`src/rtl/serial_pattern_tx_pkg.sv`:
```
// Shared definitions for the serial pattern transmitter: FSM state encoding
// (kept identical to the detector/receiver side of the link).
package serial_pattern_tx_pkg;

  typedef enum logic [1:0] {
    ST_IDLE  = 2'd0,
    ST_SHIFT = 2'd1,
    ST_GAP   = 2'd2,
    ST_DONE  = 2'd3
  } tx_state_e;

  // Counter width able to hold 0..n, never narrower than one bit.
  function automatic int cnt_w(input int n);
    return (n > 0) ? $clog2(n + 1) : 1;
  endfunction

endpackage

```
`src/rtl/load_down_counter.sv`:
```
// Loadable down counter with zero flag; load has priority over decrement.
module load_down_counter #(
  parameter int W = 4
) (
  input  logic         clk,
  input  logic         rst,
  input  logic         load_i,
  input  logic [W-1:0] val_i,
  input  logic         dec_i,
  output logic [W-1:0] cnt_o,
  output logic         zero_o
);

  logic [W-1:0] cnt_q;

  always_ff @(posedge clk or posedge rst) begin
    if (rst)         cnt_q <= '0;
    else if (load_i) cnt_q <= val_i;
    else if (dec_i)  cnt_q <= cnt_q - W'(1);
  end

  assign cnt_o  = cnt_q;
  assign zero_o = (cnt_q == '0);

endmodule

```
`src/rtl/serial_pattern_tx.sv`:
```
// Serial bit-stream generator: shifts a captured pattern out MSB-first, one bit
// per clk, optionally repeated with an idle gap between repetitions.
module serial_pattern_tx
  import serial_pattern_tx_pkg::*;
#(
  parameter int WIDTH   = 8,
  parameter int REP_W   = 4,
  parameter int GAP_CYC = 1
) (
  input  logic                       clk,
  input  logic                       rst,
  input  logic                       start,
  input  logic [WIDTH-1:0]           pattern,
  input  logic [$clog2(WIDTH+1)-1:0] len,
  input  logic [REP_W-1:0]           reps,
  output logic                       out,
  output logic                       out_valid,
  output logic                       ready,
  output logic                       busy,
  output logic                       done
);

  localparam int              LW      = $clog2(WIDTH + 1);
  localparam int              GW      = cnt_w(GAP_CYC);
  localparam bit              HAS_GAP = (GAP_CYC > 0);
  localparam logic [LW-1:0]   WIDTH_L = LW'(WIDTH);
  localparam logic [GW-1:0]   GAP_L   = GW'((GAP_CYC > 0) ? GAP_CYC - 1 : 0);

  tx_state_e        state_q;
  logic [WIDTH-1:0] sh_q, pat_q;
  logic [LW-1:0]    len_q;
  logic [REP_W-1:0] rep_q;
  logic             out_q, vld_q, rdy_q, busy_q, done_q;

  logic [LW-1:0] len_c, bit_val_d, bit_cnt;
  logic [GW-1:0] gap_cnt;
  logic          accept, last_bit, reload;
  logic          bit_load_d, bit_dec_d, bit_zero;
  logic          gap_load_d, gap_dec_d, gap_zero;

  assign len_c    = (len > WIDTH_L) ? WIDTH_L : len;
  assign accept   = start && rdy_q;
  assign last_bit = (state_q == ST_SHIFT) && bit_zero;
  assign reload   = (last_bit && (rep_q != '0) && !HAS_GAP) ||
                    ((state_q == ST_GAP) && gap_zero);

  // Bit counter holds the number of bits still to come after the one on out.
  always_comb begin
    bit_load_d = (accept && (len_c != '0)) || reload;
    bit_val_d  = accept ? (len_c - LW'(1)) : (len_q - LW'(1));
    bit_dec_d  = (state_q == ST_SHIFT) && !bit_zero;
    gap_load_d = last_bit && (rep_q != '0) && HAS_GAP;
    gap_dec_d  = (state_q == ST_GAP) && !gap_zero;
  end

  load_down_counter #(.W(LW)) u_bit_cnt (
    .clk    (clk),
    .rst    (rst),
    .load_i (bit_load_d),
    .val_i  (bit_val_d),
    .dec_i  (bit_dec_d),
    .cnt_o  (bit_cnt),
    .zero_o (bit_zero)
  );

  load_down_counter #(.W(GW)) u_gap_cnt (
    .clk    (clk),
    .rst    (rst),
    .load_i (gap_load_d),
    .val_i  (GAP_L),
    .dec_i  (gap_dec_d),
    .cnt_o  (gap_cnt),
    .zero_o (gap_zero)
  );

  always_ff @(posedge clk or posedge rst) begin
    if (rst) begin
      state_q <= ST_IDLE;
      sh_q    <= '0;
      pat_q   <= '0;
      len_q   <= '0;
      rep_q   <= '0;
      out_q   <= 1'b0;
      vld_q   <= 1'b0;
      rdy_q   <= 1'b1;
      busy_q  <= 1'b0;
      done_q  <= 1'b0;
    end else begin
      done_q <= 1'b0;
      case (state_q)
        ST_IDLE: if (accept) begin
          pat_q  <= pattern;
          len_q  <= len_c;
          rep_q  <= reps;
          rdy_q  <= 1'b0;
          busy_q <= 1'b1;
          if (len_c != '0) begin
            state_q <= ST_SHIFT;
            out_q   <= pattern[WIDTH-1];
            sh_q    <= pattern << 1;
            vld_q   <= 1'b1;
          end else begin
            state_q <= ST_DONE;
            done_q  <= 1'b1;
          end
        end
        ST_SHIFT: begin
          if (!bit_zero) begin
            out_q <= sh_q[WIDTH-1];
            sh_q  <= sh_q << 1;
          end else if (rep_q != '0) begin
            rep_q <= rep_q - REP_W'(1);
            if (HAS_GAP) begin
              state_q <= ST_GAP;
              out_q   <= 1'b0;
              vld_q   <= 1'b0;
            end else begin
              out_q <= pat_q[WIDTH-1];
              sh_q  <= pat_q << 1;
            end
          end else begin
            state_q <= ST_DONE;
            out_q   <= 1'b0;
            vld_q   <= 1'b0;
            done_q  <= 1'b1;
          end
        end
        ST_GAP: if (gap_zero) begin
          state_q <= ST_SHIFT;
          out_q   <= pat_q[WIDTH-1];
          sh_q    <= pat_q << 1;
          vld_q   <= 1'b1;
        end
        ST_DONE: begin
          state_q <= ST_IDLE;
          rdy_q   <= 1'b1;
          busy_q  <= 1'b0;
        end
        default: state_q <= ST_IDLE;
      endcase
    end
  end

  assign out       = out_q;
  assign out_valid = vld_q;
  assign ready     = rdy_q;
  assign busy      = busy_q;
  assign done      = done_q;

  // Counter values are observed only through their zero flags.
  logic unused_cnt;
  assign unused_cnt = ^{bit_cnt, gap_cnt};

endmodule

```
`config.mk`:
```
export PLATFORM = sky130hd
export DESIGN_NAME = serial_pattern_tx
export DESIGN_NICKNAME = d
export VERILOG_FILES = /design/src/rtl/serial_pattern_tx_pkg.sv /design/src/rtl/load_down_counter.sv /design/src/rtl/serial_pattern_tx.sv
export SDC_FILE = /design/constraint.sdc
export NUM_CORES = 1
export LEC_CHECK = 0
export CAP_MARGIN = 30
export CORE_MARGIN = 5
export CORE_UTILIZATION = 35
export CTS_CLUSTER_DIAMETER = 100
export CTS_CLUSTER_SIZE = 12
export DETAILED_ROUTE_END_ITERATION = 6
export SLEW_MARGIN = 40
export SYNTH_ARGS = -nofsm -noshare
export SYNTH_HDL_FRONTEND = slang
export SYNTH_SLANG_ARGS = --single-unit
```
`constraint.sdc`:
```
create_clock -name clk -period 3.3 [get_ports clk]
set_input_delay 0.825 -clock clk [delete_from_list [all_inputs] [get_ports clk]]
set_output_delay 0.825 -clock clk [all_outputs]
set_load 0.02 [all_outputs]
```
### Placement density heat map, run 1

The die is cut into 8 by 8 equal tiles; white is low, dark blue is high, 0 to 100% covered.
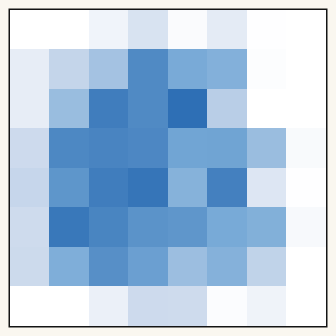
emptiest ninth of the die: top right
mean over tiles: 32%
fullest tile: 75%
densest ninth of the die: middle
nearly empty tiles: 22%

### Metal 3, run 1

The bar under the picture is 20 um long.
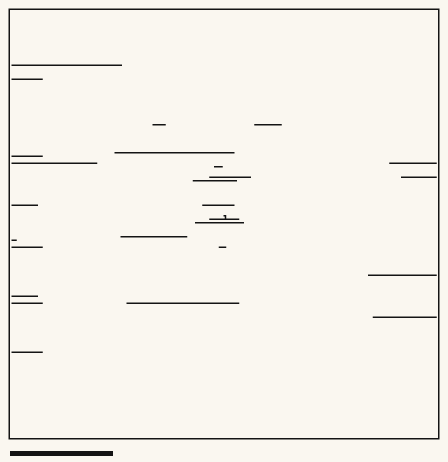
main direction: horizontal
nets with wire on the layer: 23
longest straight run: 23.0 um

### Sequential cells grouped by signal name, run 1

The bar under the picture is 20 um long. Other sequential cells in the stronger gray, the rest of the logic in the fainter gray.
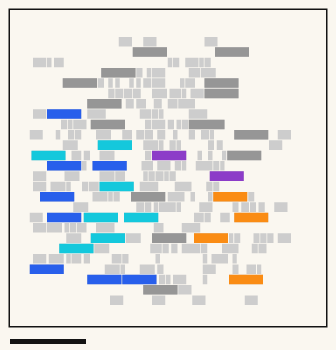
legend:
  rep_q:
    color: orange
    sequential_cells: 4
  sh_q:
    color: cyan
    sequential_cells: 7
  state_q:
    color: purple
    sequential_cells: 2
  pat_q:
    color: blue
    sequential_cells: 8
not colored: 14
final core utilization: 44.2%
footprint of the flip-flops and latches: 877 sq um
Seq area share: 38.6%
flip-flop and latch power: 787 uW

### Placed standard cells, run 1

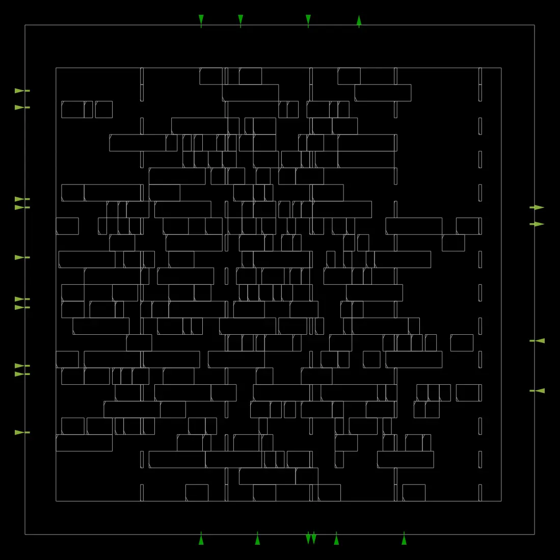
fill cell count: 519
count of inserted tapcells: 70

==> run 1: worst min-delay path, delay by kind of cell (launching register included) <==
family / cells / cell delay [ns]
AOI/OAI and AO/OA: 1 / 0.06
DFF: 1 / 0.34
and+or+nand+nor: 1 / 0.04
==> run 1: layout make-up <==
class,instances,area [sq um]
multi-input combinational,139,923
fill,519,2870
timing repair buffer,26,253
inverter,11,41.3
sequential,35,877
clock buffer,6,82.6
tap,70,87.6
clock inverter,1,5.00
==> run 1: through the flow <==
stage                     hold WS [ns]  cells  setup WS, ns
final                            0.480    288         0.576
after global routing             0.517    288         0.458
after CTS                        0.486    288         0.584
after detailed placement         0.470    281         0.280
after global placement           0.463    281         0.373
after floorplan                  0.442    193         0.917
==> run 1: final timing paths <==
path / start / to / slack [ns] / depth (start not counted)
max reg2reg: state_q[0] / u_bit_cnt.cnt_o[3] / 0.73 / 7
max: len[0] / u_bit_cnt.cnt_o[2] / 0.58 / 8
min reg2reg: out / out / 0.48 / 2
min: out / out / 0.48 / 2
max in group asynchronous: rst / ready / 2.01 / 3
min in group asynchronous: rst / pat_q[0] / 0.94 / 3
==> run 1: registers in the layout, indices dropped and copies added (netlist names) <==
name             flops
ready                1
out                  1
pat_q                8
sh_q                 7
len_q                4
done                 1
state_q              2
out_valid            1
u_bit_cnt.cnt_o      4
u_gap_cnt.cnt_o      1
busy                 1
rep_q                4
==> run 1: report_power, final <==
group / leakage [uW] / internal, uW / switching [uW] / total, uW
sequential: 0.000419 / 650 / 137 / 787
combinational: 0.000497 / 568 / 624 / 1190
clock: 0.0000470 / 164 / 150 / 314
total: 0.000963 / 1380 / 911 / 2290
==> flow_summary_export.csv, run 1 <==
group,metric,value,unit
run_status,outcome,"complete, no violations",
synth,async_flop_share,100,%
final_timing,finalSetupViolations,0,
floorplanning,row_count,26,
floorplanning,die_width,83.2,um
synth,most_common_cell,"dfrtp_1",
drt,drt_first_iter_violations,63,
final_timing,final.period_utilization,82.5,%
final_timing,timing.slew.headroom,56.9,%
synth,synthDistinctLibCells,35,
final_timing,fin_worst_skew,0.00666,ns
setup_path,critical_path.cell_chain,"clkdlybuf4s50_1 > or4_1 > a21oi_1 > a221o_2 > inv_1 > ha_1 > xnor2_1 > a21oi_1",
final_timing,layout_min_cycle_time,2.72,ns
synth,synth.cell_area,0.00187,sq mm
drt,drc,0,
cells_and_area,areaGrowthSynthToFinish,21.2,%
setup_path,critPathArrivalTime,2.88,ns
setup_path,cpLargestDelayFamily,"simple AND/OR/NAND/NOR gates",
floorplanning,die.size.y,83.2,um
run,number_of_maximum_capacitance_violations,0,
global_routing,grt_start_max_net_pins,36,
drt,route.met3.wl,222,um
global_routing,global_route.overflow_total,0,
place,placement.io_buffers,23,
floorplanning,floorplanUtilization,36.4,%
power_and_ir_drop,max_vdd_drop,411,uV
setup_path,timing.critical_path.buf_inv,2,
==> inputs of run 2 (changes only) <==
Clock period 3.3 ns to 2.6 ns, I/O delays scaled along.
==> run 2 against run 1 <==
Synthesized cell count unchanged; combinational power grew 39%; final cell count grew 5.9%; global-route usage grew 0.41 points; largest power group unchanged; total power is 34% higher; critical path type unchanged; setup slack worse by 0.36 ns.
==> flow_summary_export.csv, run 2 <==
group,metric,value,unit
final_timing,final.period_utilization,91.8,%
cells_and_area,fillers,555,
floorplanning,row_count,26,
final_timing,timing.slew.headroom,64.5,%
place,dp_cells,297,
power_and_ir_drop,power_frac_clock,13.0,%
setup_path,critPathArrivalTime,2.56,ns
cells_and_area,largest_register_ffs,8,
worst_hold_path,hold_path_depth,2,
power_and_ir_drop,power.share.combinational,54.2,%
setup_path,setup.reg_to_reg.worst_slack,0.40,ns
synth,most_common_cell,"dfrtp_1",
power_and_ir_drop,max_vdd_drop,582,uV
setup_path,critical_path.reg2reg.startpoint,"state_q[0]",
cells_and_area,biggestRegsByFlops,"pat_q x8, sh_q x7",
power_and_ir_drop,p_comb,1660,uW
setup_path,r2r-end,"u_bit_cnt.cnt_o[3]",
setup_path,worst-path-stages,5,
drt,drt_first_iter_violations,110,
power_and_ir_drop,power.share.sequential,32.8,%
global_routing,global_route.overflow_total,0,
floorplanning,floorplanUtilization,36.4,%
cells_and_area,registers.top_by_ff_count,"pat_q",
drt,drc,0,
final_timing,layout_min_cycle_time,2.39,ns
setup_path,crit_end,"u_bit_cnt.cnt_o[0]",
cells_and_area,areaGrowthSynthToFinish,28.5,%
final_timing,finalHoldWorstSlack,0.477,ns
power_and_ir_drop,p_sw_share,39.8,%
floorplanning,die_width,83.2,um
setup_path,cpLargestDelayFamily,"buffers and inverters",
power_and_ir_drop,power_switching,1220,uW
synth,async_flop_share,100,%
final_timing,fin_worst_skew,0.00798,ns
run_status,outcome,"complete, no violations",
setup_path,critical_path.cell_chain,"clkdlybuf4s50_1 > or4_1 > buf_4 > a221o_2 > mux2_1",
power_and_ir_drop,pg_clk,397,uW
==> run 2: area by class of cell <==
class                      instances  area share (%)
inverter                          11            1.72
tap                               70            3.64
clock buffer                       5            2.86
multi-input combinational        139            38.5
sequential                        35            36.4
clock inverter                     3           0.832
timing repair buffer              42            16.0
==> run 2: cells by family after synthesis <==
family | count (synthesis) | share of synthesized area, %
fa+ha+maj | 7 | 4.68
compound gates | 57 | 19.1
buf+inv | 19 | 3.87
simple gates | 57 | 14.9
xor+xnor | 1 | 0.468
mux | 17 | 10.2
flops | 35 | 46.8
==> run 2: routing by layer <==
layer / up-vias / GRT usage [%] / wire length, um
li1: 774 / - / -
met1: 710 / 16.2 / 1990
met2: 21 / 19.1 / 1790
met3: 6 / 3.86 / 174
met4: 0 / 4.46 / 65
met5: - / 0 / 0
==> run 2: worst min-delay path by stage <==
| stage | from | endpoint | slack, ns |
|---|---|---|---|
| CTS | len_q[0] | len_q[0] | 0.48 |
| finish | len_q[0] | len_q[0] | 0.48 |
| detailed placement | len_q[0] | len_q[0] | 0.47 |
| global route | len_q[0] | len_q[0] | 0.51 |
| global placement | len_q[0] | len_q[0] | 0.46 |
| floorplan | len_q[0] | len_q[0] | 0.44 |
==> run 2: stage by stage <==
step                      instance area, sq um  utilization (%)  total power [uW]  TNS [ns]  worst slack (ns)
after CTS                                 2400             46.8              3080         0             0.177
after floorplan                           1870                -              2150         0             0.392
after detailed placement                  2310             45.0              2670    -0.647            -0.133
final                                     2410             46.8              3060         0             0.214
after global routing                      2410             46.8              3350         0            0.0826
after global placement                    2310             45.0              2640    -0.609           -0.0739
==> run 2: repair_timing <==
action | 4_1_cts | 5_1_grt
endpoints found under the setup margin | 0 | 1
resized | 0 | 1
endpoints found under the hold margin | 0 | 0
### Sequential cells grouped by signal name, run 2

The bar under the picture is 20 um long. Other sequential cells in the stronger gray, the rest of the logic in the fainter gray.
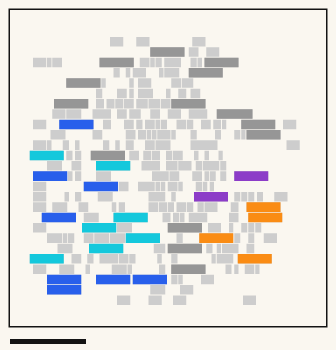
legend:
  sh_q:
    color: cyan
    sequential_cells: 7
  pat_q:
    color: blue
    sequential_cells: 8
  state_q:
    color: purple
    sequential_cells: 2
  rep_q:
    color: orange
    sequential_cells: 4
flip-flop and latch power: 1010 uW
final core utilization: 46.8%
Seq area share: 36.4%

==> inputs of run 3 (changes only) <==
Clock period 2.6 ns to 2.4 ns, I/O delays scaled along.
==> run 3 against run 2 <==
Register-to-register slack worse by 0.28 ns; synthesized cell count stayed put; die size stayed put; total power is 17% higher; largest power group unchanged; final cell count is 1.3% higher; sequential power is 8% higher; non-clock buffer count is 4 higher; critical endpoint unchanged; first-iteration DRC count is 5.5% lower; critical path type unchanged; via count is 1.9% higher.
==> flow_summary_export.csv, run 3 <==
group,metric,value,unit
run_status,outcome,"complete, no violations",
run,number_of_maximum_capacitance_violations,0,
power_and_ir_drop,power.share.sequential,30.4,%
synth,synth.cell_area,0.00187,sq mm
power_and_ir_drop,max_vdd_drop,542,uV
floorplanning,die.size.y,83.2,um
floorplanning,die_width,83.2,um
place,pre_cts_slack,-0.275,ns
cells_and_area,layout.cell_area.non_filler,0.00250,sq mm
final_timing,final.period_utilization,96.6,%
setup_path,setup.reg_to_reg.worst_slack,0.12,ns
synth,most_common_cell,"dfrtp_1",
power_and_ir_drop,report.power.total,3580,uW
place,placement.io_buffers,23,
global_routing,gr-max-usage-layer,"met2",
power_and_ir_drop,power_frac_clock,17.9,%
drt,drc,0,
global_routing,global_route_met3_utilization,3.96,%
setup_path,worst-r2r-cell-count,7,
setup_path,startpoint,"len[0]",
global_routing,grt_start_max_net_pins,36,
final_timing,timing.slew.headroom,60.4,%
power_and_ir_drop,p_sw_share,37.2,%
power_and_ir_drop,power.share.combinational,51.6,%
cells_and_area,areaGrowthSynthToFinish,33.3,%
synth,synth-edff-count,0,
final_timing,layout_min_cycle_time,2.32,ns
cells_and_area,largest_register_ffs,8,
power_and_ir_drop,power_switching,1330,uW
global_routing,grt_use_met1,16.3,%
cells_and_area,layout.cells.non_filler,309,
final_timing,fin_worst_skew,0.00710,ns
place,dpl-instance-area,0.00234,sq mm
place,dp_cells,300,
setup_path,critical_path.reg2reg.startpoint,"state_q[0]",
worst_hold_path,hold_path_startpoint,"len_q[0]",
final_timing,finalSetupViolations,0,
power_and_ir_drop,cell_internal_pwr,2250,uW
synth,synthDistinctLibCells,35,
global_routing,groute.layer.met2.usage,19.6,%
final_timing,finalHoldWorstSlack,0.476,ns
setup_path,r2r-end,"u_bit_cnt.cnt_o[3]",
drt,drt_first_iter_violations,104,
## run 3: cell counts after synthesis
Identical to the previous run, type by type.
## run 3: cells by family after synthesis
group           after synthesis  synth area share (%)
xor+xnor                      1                 0.468
buf+inv                      19                  3.87
mux                          17                  10.2
simple gates                 57                  14.9
compound gates               57                  19.1
flops                        35                  46.8
fa+ha+maj                     7                  4.68
## run 3: power groups by stage
stage / clock (uW) / combinational (uW) / sequential (uW)
floorplan: 0 / 1250 / 1080
global placement: 0 / 1780 / 1100
detailed placement: 0 / 1820 / 1100
CTS: 660 / 1830 / 1090
global route: 685 / 2090 / 1130
finish: 643 / 1850 / 1090
## run 3: cell type report
type	count	area, sq um	share of cell area (%)
multi-input combinational	139	938	37.6
clock buffer	5	68.8	2.76
inverter	11	41.3	1.65
tap	70	87.6	3.51
timing repair buffer	46	415	16.6
clock inverter	3	67.6	2.71
sequential	35	877	35.1
## run 3: repair_timing
action                                  CTS  global route
endpoints found under the setup margin    0             9
buffers inserted                          0             1
gates resized                             0             3
## run 3: worst max path at each step
stage / end / slack [ns] / cells past startpoint
2_1_floorplan: u_bit_cnt.cnt_o[2] / 0.24 / 7
4_1_cts: u_bit_cnt.cnt_o[2] / 0.03 / 8
6_report: u_bit_cnt.cnt_o[0] / 0.08 / 5
3_5_place_dp: u_bit_cnt.cnt_o[2] / -0.28 / 8
3_3_place_gp: u_bit_cnt.cnt_o[2] / -0.22 / 8
5_1_grt: sh_q[1] / 0.006 / 9
## run 3: metal layers
layer / share of wire [%] / vias up
li1: - / 782
met1: 48 / 720
met2: 45 / 28
met3: 4.9 / 9
met4: 2.1 / 0
met5: 0 / -
## run 3: worst max-delay path: stages
cell,delay [ns]
clkdlybuf4s50_1,0.44
or4_4,0.57
buf_4,0.16
a221o_2,0.38
mux2_1,0.33
### Placement density heat map, run 3

The die is cut into 8 by 8 equal tiles; white is low, dark blue is high, 0 to 100% covered.
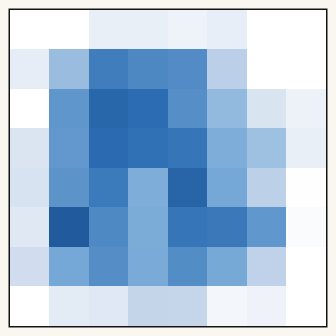
tiles over 75% full: 7.8%
nearly empty tiles: 17%
mean over tiles: 35%
densest ninth of the die: middle
emptiest ninth of the die: top right
placeable core area: 0.00514 sq mm
pre-placement core utilization: 36.4%

Power and IR drop assume default switching activity.
